===== src/rtl/mult_div_if.sv =====
// Request/response bundle between the E stage and the HI/LO multiply-divide unit.
interface mult_div_if;
    logic [31:0] A;
    logic [31:0] B;
    logic [2:0]  op;
    logic        start;
    logic        cancel;
    logic        busy;
    logic [31:0] hi;
    logic [31:0] lo;

    modport master (
        output A, B, op, start, cancel,
        input  busy, hi, lo
    );

    modport slave (
        input  A, B, op, start, cancel,
        output busy, hi, lo
    );
endinterface


===== src/rtl/mult_div.sv =====
// MIPS-style HI/LO unit: 5-cycle mult/multu, 10-cycle div/divu, single-cycle mthi/mtlo.
module mult_div (
    input  logic      clk,
    input  logic      reset,
    mult_div_if.slave bus
);
    localparam logic [2:0] OpMult  = 3'd1;
    localparam logic [2:0] OpMultu = 3'd2;
    localparam logic [2:0] OpDiv   = 3'd3;
    localparam logic [2:0] OpDivu  = 3'd4;
    localparam logic [2:0] OpMthi  = 3'd5;
    localparam logic [2:0] OpMtlo  = 3'd6;

    typedef enum logic {StIdle, StRun} state_e;

    state_e      state_q;
    logic [3:0]  cnt_q;
    logic [2:0]  op_q;
    logic [31:0] a_q, b_q;
    logic [31:0] hi_q, lo_q;

    logic        accept;
    logic        signed_op, a_neg, b_neg, res_neg;
    logic [31:0] a_mag, b_mag, q_mag, r_mag;
    logic [63:0] prod_mag, prod;
    logic [31:0] quot, rem;
    logic        is_mul_q;

    always_comb begin
        accept = bus.start && !bus.cancel && (state_q == StIdle);
    end

    // Sign-magnitude datapath shared by signed and unsigned forms; this also gives
    // 0x80000000 / -1 = 0x80000000 rem 0 without a special case.
    always_comb begin
        signed_op = (op_q == OpMult) || (op_q == OpDiv);
        is_mul_q  = (op_q == OpMult) || (op_q == OpMultu);
        a_neg     = signed_op && a_q[31];
        b_neg     = signed_op && b_q[31];
        res_neg   = a_neg ^ b_neg;
        a_mag     = a_neg ? (~a_q + 32'd1) : a_q;
        b_mag     = b_neg ? (~b_q + 32'd1) : b_q;
        prod_mag  = {32'd0, a_mag} * {32'd0, b_mag};
        prod      = res_neg ? (~prod_mag + 64'd1) : prod_mag;
        q_mag     = (b_mag == 32'd0) ? 32'd0 : (a_mag / b_mag);
        r_mag     = (b_mag == 32'd0) ? 32'd0 : (a_mag % b_mag);
        quot      = res_neg ? (~q_mag + 32'd1) : q_mag;
        rem       = a_neg ? (~r_mag + 32'd1) : r_mag;
    end

    always_ff @(posedge clk) begin
        if (!reset) begin
            state_q <= StIdle;
            cnt_q   <= 4'd0;
            op_q    <= 3'd0;
            a_q     <= 32'd0;
            b_q     <= 32'd0;
            hi_q    <= 32'd0;
            lo_q    <= 32'd0;
        end else begin
            unique case (state_q)
                StIdle: begin
                    if (accept) begin
                        case (bus.op)
                            OpMult, OpMultu: begin
                                state_q <= StRun;
                                cnt_q   <= 4'd5;
                                op_q    <= bus.op;
                                a_q     <= bus.A;
                                b_q     <= bus.B;
                            end
                            OpDiv, OpDivu: begin
                                state_q <= StRun;
                                cnt_q   <= 4'd10;
                                op_q    <= bus.op;
                                a_q     <= bus.A;
                                b_q     <= bus.B;
                            end
                            OpMthi:  hi_q <= bus.A;
                            OpMtlo:  lo_q <= bus.A;
                            default: ;
                        endcase
                    end
                end
                StRun: begin
                    if (cnt_q == 4'd1) begin
                        state_q <= StIdle;
                        cnt_q   <= 4'd0;
                        if (is_mul_q) begin
                            {hi_q, lo_q} <= prod;
                        end else if (b_q != 32'd0) begin
                            // Divide by zero leaves HI/LO untouched.
                            lo_q <= quot;
                            hi_q <= rem;
                        end
                    end else begin
                        cnt_q <= cnt_q - 4'd1;
                    end
                end
                default: state_q <= StIdle;
            endcase
        end
    end

    assign bus.busy = (state_q == StRun);
    assign bus.hi   = hi_q;
    assign bus.lo   = lo_q;
endmodule


===== src/flat_wrapper.sv =====
// flat-port wrapper written by rule: the top's interface ports become plain ports
module mult_div_flat 
  (clk, reset, bus_A, bus_B, bus_op, bus_start, bus_cancel, bus_busy, bus_hi, bus_lo);
  mult_div_if bus_i ();
  input  logic clk;
  input  logic reset;
  input wire logic [$bits(bus_i.A)-1:0] bus_A;
  input wire logic [$bits(bus_i.B)-1:0] bus_B;
  input wire logic [$bits(bus_i.op)-1:0] bus_op;
  input wire logic [$bits(bus_i.start)-1:0] bus_start;
  input wire logic [$bits(bus_i.cancel)-1:0] bus_cancel;
  output wire logic [$bits(bus_i.busy)-1:0] bus_busy;
  output wire logic [$bits(bus_i.hi)-1:0] bus_hi;
  output wire logic [$bits(bus_i.lo)-1:0] bus_lo;
  assign bus_i.A = bus_A;
  assign bus_i.B = bus_B;
  assign bus_i.op = bus_op;
  assign bus_i.start = bus_start;
  assign bus_i.cancel = bus_cancel;
  assign bus_busy = bus_i.busy;
  assign bus_hi = bus_i.hi;
  assign bus_lo = bus_i.lo;
  mult_div u_core (.clk(clk), .reset(reset), .bus(bus_i));
endmodule

===== config.mk =====
export PLATFORM = sky130hd
export DESIGN_NAME = mult_div_flat
export DESIGN_NICKNAME = d
export VERILOG_FILES = /design/src/rtl/mult_div_if.sv /design/src/rtl/mult_div.sv /design/src/flat_wrapper.sv
export SDC_FILE = /design/constraint.sdc
export NUM_CORES = 2
export LEC_CHECK = 0
export CAP_MARGIN = 20
export CORE_MARGIN = 2
export CORE_UTILIZATION = 50
export DETAILED_ROUTE_END_ITERATION = 16
export PLACE_DENSITY = 0.69
export RECOVER_POWER = 100
export SLEW_MARGIN = 20
export SYNTH_ARGS = -nofsm -noshare
export SYNTH_HDL_FRONTEND = slang
export SYNTH_SLANG_ARGS = --single-unit

===== constraint.sdc =====
create_clock -name clk -period 82.9 [get_ports clk]
set_input_delay 16.58 -clock clk [delete_from_list [all_inputs] [get_ports clk]]
set_output_delay 16.58 -clock clk [all_outputs]
set_load 0.01 [all_outputs]

==> images/pdn.png <==
Drawn at 1 px/micron. Pins as bars on the die edge.
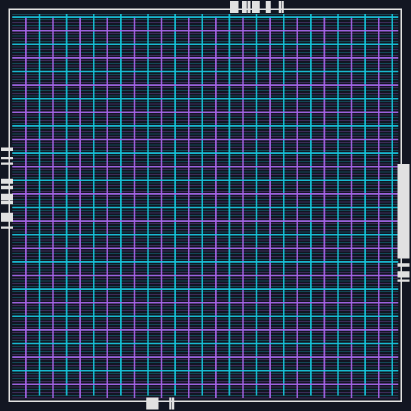
legend:
  VDD:
    colour: cyan
  VSS:
    colour: purple
met1 rails: 142
met5 straps: 28
signal pins: 136
met4 straps: 28
rows: 141
die span in y: 391 microns
CORE AREA: 0.148 sq mm
horizontal extent of the die: 391 microns

==> images/final_clocks.png <==
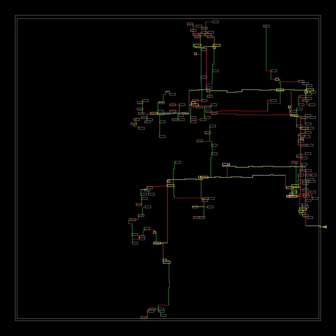
sequential cell count: 136
number of buffers created by CTS: 17

==> images/metal_stack.png <==
Drawn at 1 px/micron.
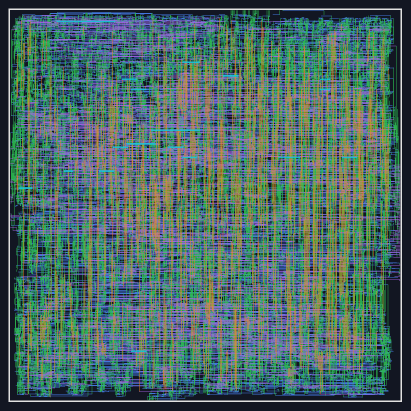
legend:
  met4:
    colour: orange
    wire_length: 38.0 mm
  met1:
    colour: blue
    wire_length: 139 mm
  met2:
    colour: green
    wire_length: 154 mm
  met3:
    colour: purple
    wire_length: 58.8 mm
  met5:
    colour: cyan
    wire_length: 329 microns
overall global routing resource usage: 50.1%
count of vias placed by the detailed router: 83649
total wire length after detailed routing: 390000 microns
routed length per instance: 31.4 microns

==> images/clock_map.png <==
Drawn at 1 px/micron.
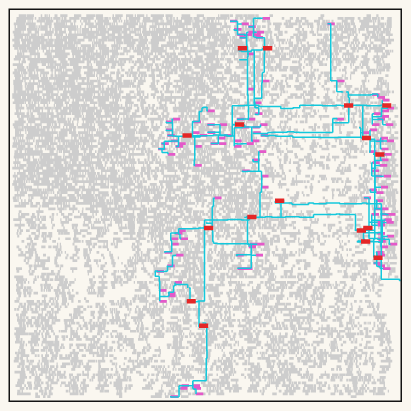
legend:
  cells driving clock nets:
    colour: red
    count: 17
  clock wires:
    colour: cyan
    length: 3270 microns
  flip-flops:
    colour: magenta
    count: 136
routed clock nets: 18
Fin Clk Skew: 0.0400 ns
insertion delay of the later-clocked pin in the worst-skew pair: 0.56 ns

==> impl_summary.log <==
[report] extracting results
INFO  metric yosysWarningCount = 0
INFO  metric first_drt_pass_iteration_count = 9
INFO  metric final.fill_count = 14094
INFO  metric cts_root_buf = sky130_fd_sc_hd__clkbuf_16
INFO  metric place_ws = -3.37 ns
INFO  metric run_status = finished with violations
INFO  metric violations_in_the_final_reports = max-capacitance violations, max-slew violations
INFO  metric crit_path_top_delay_cell = sky130_fd_sc_hd__o41ai_1
INFO  metric grt_pass1_vias = 79622
INFO  metric post-dp-hpwl = 306000 microns
INFO  metric htree_levels = 4
INFO  metric cts_max_path_buffers = 2
INFO  metric io_pins = 136
INFO  metric number_of_antenna_violations_at_the_first_check_in_global_routing = 32
INFO  metric timing.hold.ws = 0.455 ns
INFO  metric setup_viol = 0
INFO  metric synth_top_flop_cell = sky130_fd_sc_hd__dfxtp_1
INFO  metric drive_gt1_share = 9.73%
INFO  metric routed_via_density = 6.75
INFO  metric critPathCaptureType = flop
INFO  metric final_period_minus_worst_setup_slack = 80.97 ns
INFO  metric yosys.area.top_type_share = 24.0%
INFO  metric sinks_on_the_clock_net = 136
INFO  metric arrival = 81.37 ns
INFO  metric grt_start_max_net_pins = 69
INFO  metric synth_async_sr_flop_share = 0%
INFO  metric sequential_element_share_of_the_synthesized_area = 3.64%
INFO  metric tns = 0 ns
INFO  metric worst_path_bufs_invs = 41
INFO  metric drv_cap = 2
INFO  metric rows = 141
INFO  metric timing_max_transition_violations_final = 138
INFO  metric finalHoldViolations = 0
INFO  metric first_pass_grt_wire_length = 553000 microns
INFO  metric synth.cell_area = 0.0747 sq mm
INFO  metric synth_area_per_cell = 7.34 sq um
INFO  metric postSynthNetCount = 11954
INFO  metric synth-seq-cells = 136
INFO  metric worstPathMaxFanout = 33
INFO  metric flow.area_growth_from_synthesis = 11.1%
INFO  metric final_antenna_net_count = 0
INFO  metric nets = 12207
INFO  metric floorplan.die_area = 0.153 sq mm
INFO  metric log_warnings = 34
-- worst register-to-register path, delay by kind of cell, from the launching register on --
kind,cells,cell delay (ns)
buffers and inverters,41,8.78
muxes,4,1.03
xor gates and xnor gates,3,1.26
and+or+nand+nor,102,21.71
AOI/OAI and AO/OA,147,37.65
adders and majority gates,31,10.12
DFF,1,0.30
-- final timing paths --
kind	from	end	slack [ns]	cells after the start
hold / removal	u_core.bus.lo[11]	u_core.bus.lo[11]	0.46	2
setup / recovery	u_core.op_q[2]	u_core.bus.lo[19]	1.93	328
hold reg to reg	u_core.bus.lo[11]	u_core.bus.lo[11]	0.46	2
setup reg to reg	u_core.op_q[2]	u_core.bus.lo[19]	1.93	328
-- through the flow --
step | area [sq um] | instances
global route | 83000 | 12380
floorplan | 74700 | 10181
finish | 83000 | 12400
CTS | 81900 | 12350
global placement | 81100 | 12311
detailed placement | 81100 | 12312
-- per-layer routing --
layer | GRT usage [%] | up-vias | part of all wire (%)
li1 | - | 35158 | -
met1 | 61.3 | 40106 | 36
met5 | 0.287 | - | 0.084
met2 | 70.0 | 6623 | 39
met4 | 39.3 | 36 | 9.8
met3 | 19.4 | 1726 | 15
-- registers in the layout, summed over array words and instances, names as in the netlist --
name             flops
u_core.cnt_q         4
u_core.bus.lo       32
u_core.op_q          3
u_core.bus.busy      1
u_core.b_q          32
u_core.a_q          32
u_core.bus.hi       32
-- layout by cell type, fill, tap and decap left out, drive strengths merged, types with 65 or more instances in the layout --
cell type	n
nand2	1648
inv	1191
nor2	898
fa	897
ha	805
a21oi	725
buf	548
o21ai	450
xnor2	346
nor3	225
xor2	222
nand3	201
o21a	161
a31oi	154
a21o	150
dfxtp	136
o211ai	109
nand4	91
a211oi	83
and3	71
clkdlybuf4s50	69
or3	68
nand2b	68
nor4	68
dlygate4sd3	65
-- layout make-up --
class                           count  area, sq um  area share [%]
Antenna cell                       23         57.6          0.0693
Clock buffer                       18          439           0.529
Clock inverter                     14          145           0.175
Inverter                         1198         4510            5.43
Multi-Input combinational cell   8395        67100            80.9
Sequential cell                   136         2730            3.28
Tap cell                         1930         2410            2.91
Timing Repair Buffer              686         5600            6.75
-- timing repair --
item / in CTS / in global routing
endpoints found under the hold margin: 0 / 0
endpoints found under the setup margin: 64 / 64
pin swaps: 2 / 23
resized: 37 / 198
setup buffers: 6 / 24
-- cells by family (layout without fill, tap and decap cells) --
| group | count (synthesis) | after routing | synth area share (%) |
|---|---|---|---|
| buffers and inverters | 1650 | 1916 | 8.40 |
| multiplexers | 77 | 77 | 1.11 |
| flip-flops | 136 | 136 | 3.64 |
| other | 0 | 23 | 0 |
| AND/OR/NAND/NOR | 3650 | 3650 | 21.9 |
| adder cells (fa/ha/maj) | 1702 | 1702 | 37.5 |
| AND-OR/OR-AND | 2398 | 2398 | 20.8 |
| XOR/XNOR | 568 | 568 | 6.66 |
